## config.mk

```make
export PLATFORM = sky130hd
export DESIGN_NAME = spi_reg_bank
export DESIGN_NICKNAME = d
export VERILOG_FILES = /design/src/rtl/spi_reg_bank.sv
export SDC_FILE = /design/constraint.sdc
export NUM_CORES = 1
export LEC_CHECK = 0
export CORE_AREA = 2 2 101 103
export CTS_BUF_LIST = sky130_fd_sc_hd__clkbuf_8
export DETAILED_ROUTE_END_ITERATION = 10
export DIE_AREA = 0 0 103 105
export SLEW_MARGIN = 20
export SYNTH_ARGS = -nofsm -noshare
export SYNTH_HDL_FRONTEND = slang
export SYNTH_SLANG_ARGS = --single-unit
```

## constraint.sdc

```tcl
create_clock -name clk -period 3.6 [get_ports clk]
set_clock_uncertainty 0.2 [all_clocks]
set_input_delay 0.72 -clock clk [delete_from_list [all_inputs] [get_ports clk]]
set_output_delay 0.72 -clock clk [all_outputs]
set_load 0.02 [all_outputs]
```

## src/rtl/spi_reg_bank.sv

```systemverilog
// rtl/spi_reg_bank.sv - SPI mode-0 peripheral driving a bank of control registers
// Optional feature macro: SPI_REG_BANK_READ_EN (register readback on cipo)
module spi_reg_bank #(
  parameter int ADDR_W   = 7,
  parameter int DATA_W   = 8,
  parameter int NUM_REGS = 5
) (
  input  logic                       clk,
  input  logic                       rst_n,
  input  logic                       sclk,
  input  logic                       copi,
  input  logic                       cs_n,
  output logic                       cipo,
  output logic [NUM_REGS*DATA_W-1:0] regs_o,
  output logic                       wr_stb,
  output logic [ADDR_W-1:0]          wr_addr,
  output logic                       frame_err
);

  localparam int FRAME_W = 1 + ADDR_W + DATA_W;
  localparam int HDR_W   = 1 + ADDR_W;
  localparam int CNT_W   = $clog2(FRAME_W + 2);
  localparam int AW1     = ADDR_W + 1;

  localparam logic [CNT_W-1:0] CNT_HDR  = CNT_W'(HDR_W);
  localparam logic [CNT_W-1:0] CNT_FULL = CNT_W'(FRAME_W);
  localparam logic [CNT_W-1:0] CNT_SAT  = CNT_W'(FRAME_W + 1);
  localparam logic [AW1-1:0]   ADDR_LIM = AW1'(NUM_REGS);

  localparam logic [1:0] ST_IDLE   = 2'd0;
  localparam logic [1:0] ST_HDR    = 2'd1;
  localparam logic [1:0] ST_DATA   = 2'd2;
  localparam logic [1:0] ST_COMMIT = 2'd3;

  logic r_sclk_s1, r_sclk_s2, r_sclk_d;
  logic r_copi_s1, r_copi_s2;
  logic r_cs_s1, r_cs_s2, r_cs_d;

  logic [1:0]         r_state;
  logic [FRAME_W-1:0] r_shreg;
  logic [CNT_W-1:0]   r_bitcnt;
  logic [DATA_W-1:0]  r_regs [NUM_REGS];

  logic               w_sclk_rise, w_cs_fall, w_cs_rise;
  logic [FRAME_W-1:0] w_shreg_next;
  logic [CNT_W-1:0]   w_cnt_next;
  logic               w_hdr_last;
  logic               w_c_rw, w_c_ok, w_wr_en;
  logic [ADDR_W-1:0]  w_c_addr;
  logic [DATA_W-1:0]  w_c_data;

  assign w_sclk_rise  = r_sclk_s2 & ~r_sclk_d;
  assign w_cs_fall    = ~r_cs_s2 & r_cs_d;
  assign w_cs_rise    = r_cs_s2 & ~r_cs_d;
  assign w_shreg_next = {r_shreg[FRAME_W-2:0], r_copi_s2};
  assign w_cnt_next   = (r_bitcnt == CNT_SAT) ? r_bitcnt : r_bitcnt + 1'b1;
  assign w_hdr_last   = (w_cnt_next == CNT_HDR);

  // Completed-frame fields, valid while the FSM sits in COMMIT
  assign w_c_rw   = r_shreg[FRAME_W-1];
  assign w_c_addr = r_shreg[DATA_W +: ADDR_W];
  assign w_c_data = r_shreg[DATA_W-1:0];
  assign w_c_ok   = (r_bitcnt == CNT_FULL) && ({1'b0, w_c_addr} < ADDR_LIM);
  assign w_wr_en  = (r_state == ST_COMMIT) && w_c_ok && w_c_rw;

  // Two-flop synchronisers plus a third copy of sclk/cs_n for edge detection
  always_ff @(posedge clk or negedge rst_n) begin
    if (!rst_n) begin
      r_sclk_s1 <= 1'b0; r_sclk_s2 <= 1'b0; r_sclk_d <= 1'b0;
      r_copi_s1 <= 1'b0; r_copi_s2 <= 1'b0;
      r_cs_s1   <= 1'b1; r_cs_s2   <= 1'b1; r_cs_d   <= 1'b1;
    end else begin
      r_sclk_s1 <= sclk;  r_sclk_s2 <= r_sclk_s1; r_sclk_d <= r_sclk_s2;
      r_copi_s1 <= copi;  r_copi_s2 <= r_copi_s1;
      r_cs_s1   <= cs_n;  r_cs_s2   <= r_cs_s1;   r_cs_d   <= r_cs_s2;
    end
  end

  // Frame FSM: shift on sclk rise first, then a cs_n rise closes the frame
  always_ff @(posedge clk or negedge rst_n) begin
    if (!rst_n) begin
      r_state   <= ST_IDLE;
      r_shreg   <= '0;
      r_bitcnt  <= '0;
      wr_stb    <= 1'b0;
      wr_addr   <= '0;
      frame_err <= 1'b0;
    end else begin
      wr_stb    <= 1'b0;
      frame_err <= 1'b0;
      case (r_state)
        ST_IDLE: begin
          if (w_cs_fall) begin
            r_state  <= ST_HDR;
            r_bitcnt <= '0;
            r_shreg  <= '0;
          end
        end
        ST_HDR, ST_DATA: begin
          if (w_sclk_rise) begin
            r_shreg  <= w_shreg_next;
            r_bitcnt <= w_cnt_next;
            if (r_state == ST_HDR && w_hdr_last) r_state <= ST_DATA;
          end
          if (w_cs_rise) r_state <= ST_COMMIT;
        end
        default: begin
          if (w_wr_en) begin
            wr_stb  <= 1'b1;
            wr_addr <= w_c_addr;
          end else if (!w_c_ok) begin
            frame_err <= 1'b1;
          end
          r_state <= ST_IDLE;
        end
      endcase
    end
  end

  // Register bank: only an accepted write frame changes contents
  always_ff @(posedge clk or negedge rst_n) begin
    if (!rst_n) begin
      for (int i = 0; i < NUM_REGS; i++) r_regs[i] <= '0;
    end else if (w_wr_en) begin
      for (int i = 0; i < NUM_REGS; i++)
        if (w_c_addr == ADDR_W'(i)) r_regs[i] <= w_c_data;
    end
  end

  for (genvar g = 0; g < NUM_REGS; g++) begin : g_regs_o
    assign regs_o[g*DATA_W +: DATA_W] = r_regs[g];
  end

`ifdef SPI_REG_BANK_READ_EN
  logic              w_sclk_fall, w_h_rw, w_hdr_done;
  logic [ADDR_W-1:0] w_h_addr;
  logic [DATA_W-1:0] w_rd_data;
  logic [DATA_W-1:0] r_txreg;
  logic              r_cipo;

  assign w_sclk_fall = ~r_sclk_s2 & r_sclk_d;
  assign w_h_rw      = w_shreg_next[ADDR_W];
  assign w_h_addr    = w_shreg_next[ADDR_W-1:0];
  assign w_hdr_done  = (r_state == ST_HDR) && w_sclk_rise && w_hdr_last;

  // Readback mux; unmapped addresses read as zero
  always_comb begin
    w_rd_data = '0;
    for (int i = 0; i < NUM_REGS; i++)
      if (w_h_addr == ADDR_W'(i)) w_rd_data = r_regs[i];
  end

  // Load txreg at end of header, then present MSB first on each sclk fall
  always_ff @(posedge clk or negedge rst_n) begin
    if (!rst_n) begin
      r_txreg <= '0;
      r_cipo  <= 1'b0;
    end else if (w_hdr_done) begin
      r_txreg <= w_h_rw ? '0 : w_rd_data;
      r_cipo  <= 1'b0;
    end else if (r_state == ST_DATA) begin
      if (w_sclk_fall) begin
        r_cipo  <= r_txreg[DATA_W-1];
        r_txreg <= {r_txreg[DATA_W-2:0], 1'b0};
      end
    end else begin
      r_cipo <= 1'b0;
    end
  end

  assign cipo = r_cipo;
`else
  assign cipo = 1'b0;
`endif

endmodule

```

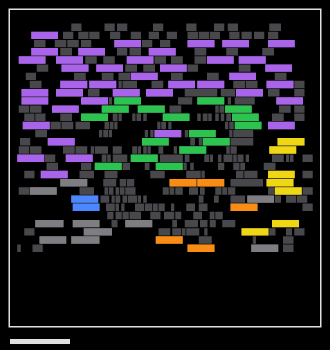
*Register map, names as in the netlist*
The bar under the picture is 20 um long. Other sequential cells in the stronger grey, the rest of the logic in the fainter grey.
netlist name	colour	sequential cells
r_bitcnt	orange	5
r_state	blue	2
wr_addr	yellow	7
r_shreg	green	16
regs_o	purple	40
flop share of the area: 0.476
post-route core utilization: 0.437
P_seq: 984 uW

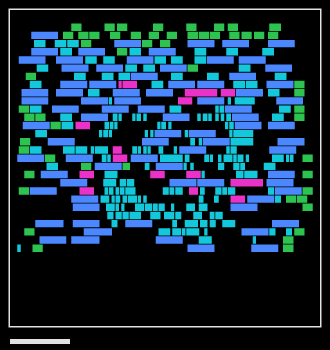
*Cell classes on the final placement*
The bar under the picture is 20 um long.
class	colour	cells
remaining logic cells	cyan	172
sequential cells	blue	80
remaining buffers and delay cells	green	54
clock drivers and dummy loads	magenta	15

==> deck_impl_summary.md <==
Implementation Results

Outcome
  – Outcome: complete, no violations

Worst setup path
  – CP Buf/Inv Count: 1
  – WS Path Type: reg2reg
  – CP max stage cell: and3_1
  – Crit-path leading delay family: simple AND/OR/NAND/NOR gates
  – Worst Path Arrival: 2.44 ns
  – CP max stage delay: 0.49 ns
  – Reg2reg path depth: 6
  – Worst Setup EP: regs_o[26]
  – Ordered list of cells on the worst path: inv_1 -> ha_1 -> and4bb_2 -> and4_1 -> and3_1 -> mux2_2
  – Reg2reg start: r_bitcnt[0]
  – Critical path capture point type: flip-flop
  – Worst R2R Setup Slack: 1.19 ns
  – Launch point of the worst path: r_bitcnt[0]
  – CP Max Fanout: 8
  – Type of origin of the critical path: flip-flop
  – Worst r2r dst: regs_o[26]
  – CP required: 3.63 ns
  – Worst path depth: 6

Die
  – Die W: 103 um
  – Core Util at FP: 0.347
  – Core ar.: 9640 um2
  – Chip Height: 105 um
  – # IOs: 55
  – Tap Cells: 133
  – Row count: 36
  – Die ar.: 10800 um2

Global route
  – Met3 Track Usage GR: 0.0408
  – Pin count of the biggest net entering global routing: 81
  – Grt ovf: 0
  – First-pass GRT wire length: 10.6 mm
  – Vias in the first global route: 2092
  – Initial antenna violation count: 0
  – Most Used Layer, Global Route: met2

Route
  – Drt drc: 0
  – Pre-antenna DRT Iters: 4
  – Starting DRT DRC Count: 90
  – Avg Vias per Cell: 4.66
  – Final WL: 6.29 mm
  – Routed via count: 2114
  – Final ANT Viol Nets: 0

Synth
  – Syn. warnings: 0
  – Dominant cell type by area after synthesis: dfrtp_1
  – Main synth FF type: dfrtp_1
  – Yosys simple share: 0.127
  – Aoi share: 0.0770
  – Ys async rst share: 1.00
  – Adder-Cell Fraction of Synth Area: 0.0224
  – Synth top area share: 0.576
  – Post-Syn Nets: 277
  – Commonest cells post-synth: dfrtp_1, mux2_2, nand2_1, o21ai_0, clkbuf_1
  – Mux cell area share after synthesis: 0.145
  – Cell Type Count: 43
  – Synth Seq Share: 0.599
  – Top cells, area: dfrtp_1, mux2_2, nand2_1
  – EDFF count, synth: 0
  – Chip Area, Yosys: 3350 um2
  – #FFs+latches synth: 80
  – Syn Area/Cell: 12.6 um2
  – Xor/xnor share: 0.00262
  – Main logic family after synthesis: multiplexers
  – Synthesized area: 3350 um2
  – Yosys cell count: 266
  – Synth Instances: 266
  – Most numerous cell in the Yosys netlist: dfrtp_1

Cells and area
  – Reg area: 2010 um2
  – # clk buffers: 10
  – Post-Layout Cell Count: 454
  – Buffer share of cell area: 0.128
  – Syn-to-layout area delta: 25.9%
  – Comb area share: 0.298
  – Comb_multi_in: 165
  – Max FFs per register: 40
  – Flip-flops: 80
  – Layout cells sized above 1: 0.212
  – Signal buffers: 54
  – Commonest Layout Cell: dfrtp_1
  – Non-CTS inverters: 7
  – Final nets: 328
  – Comb area: 1260 um2
  – Top logic cells by instance count in the layout: dfrtp_1, clkdlybuf4s50_1, mux2_2
  – ClkCell Share: 0.0520
  – ANT cells: 0
  – Cell type taking the most area: flip-flops and latches
  – # fillers: 955

Clock tree
  – Reg clk slew, reported paths: 0.08 ns
  – CTS Sinks: 80
  – Cts hold-fix bufs: 0
  – CTS HTree Levels: 3
  – Setup bufs post-CTS: 0
  – Total CTS buffers: 9
  – Cts repair resizes: 0
  – CTS tree: yes
  – Max clock buf depth: 2
  – Clock Tree Root: clkbuf_8
  – Late-Pin Clk Latency: 0.34 ns

Timing
  – Min Clock Period, post-route: 2.41 ns
  – Hold Vio Cnt, Final: 0
  – Final setup violation count: 0
  – Slew HR: 0.526
  – Worst-margin pin slew: 0.711 ns
  – Period utilization: 0.670
  – Final Max Tran Viols: 0
  – Total negative setup slack: 0 ns
  – Max Fclk: 0.414 GHz
  – RSZ-0062 raised after global routing: no

Power and ir drop
  – PD cells: 503 nW/um2
  – Worst vdd ir: 275 uV
  – P_leak: 0.00190 uW

Job
  – Number of OpenROAD warnings: 30
  – Max-cap violations: 0

Placed design
  – Gpl congestion: 0.764
  – PortBufs: 53
  – Dpl hpwl: 4.27 mm
  – Placed Instances: 439

Worst hold path
  – Hold depth: 0
  – Hold_sp: r_copi_s1
  – Hold endpoint: r_copi_s2
  – Worst Hold Class: reg2reg
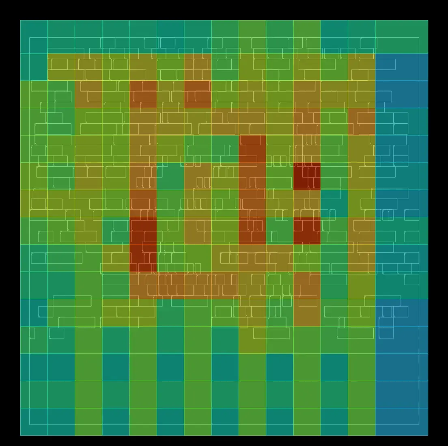
*Routing congestion*
met1 usage: 0.174
met2 usage: 0.181
Global Route Usage Sum: 0.125
wire per inst: 13.9 um

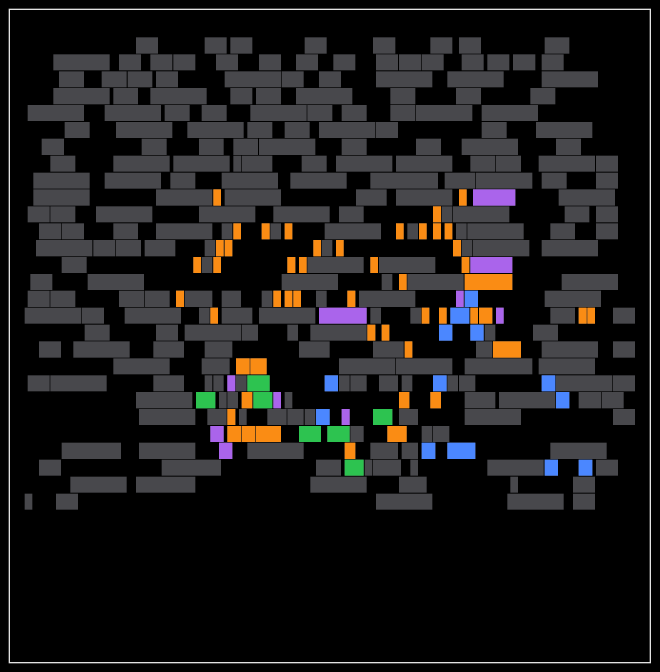
*Gate families picked out*
family	colour	cells	most used
and/or cells	blue	13	and2_1
nor cells	purple	10	nor2_1
nand cells	orange	50	nand2_1
non-inverting ao/oa cells	green	7	a211o_1

stage by stage:
step	cell area (um2)	hold slack (ns)	total power (uW)	worst slack, ns	util
global route	4210	0.168	2240	1.03	0.437
global placement	3990	0.135	1410	1.06	0.414
finish	4210	0.159	2120	1.19	0.437
CTS	4210	0.164	2150	0.967	0.437
detailed placement	3990	0.140	1420	0.977	0.414
floorplan	3350	0.131	1310	1.49	-
power by group:
group / internal [uW] / switching, uW / leakage [uW] / total (uW)
Clock: 407 / 313 / 0.000114 / 720
Sequential: 936 / 47.5 / 0.00109 / 984
Combinational: 140 / 274 / 0.000690 / 414
Total: 1480 / 634 / 0.00190 / 2120
layer usage:
layer | vias to the layer above | wire length [um]
li1 | 1024 | -
met4 | 0 | 76
met1 | 1035 | 3030
met2 | 51 | 2930
met5 | - | 0
met3 | 4 | 253
Power is estimated from default activity; no workload was simulated.
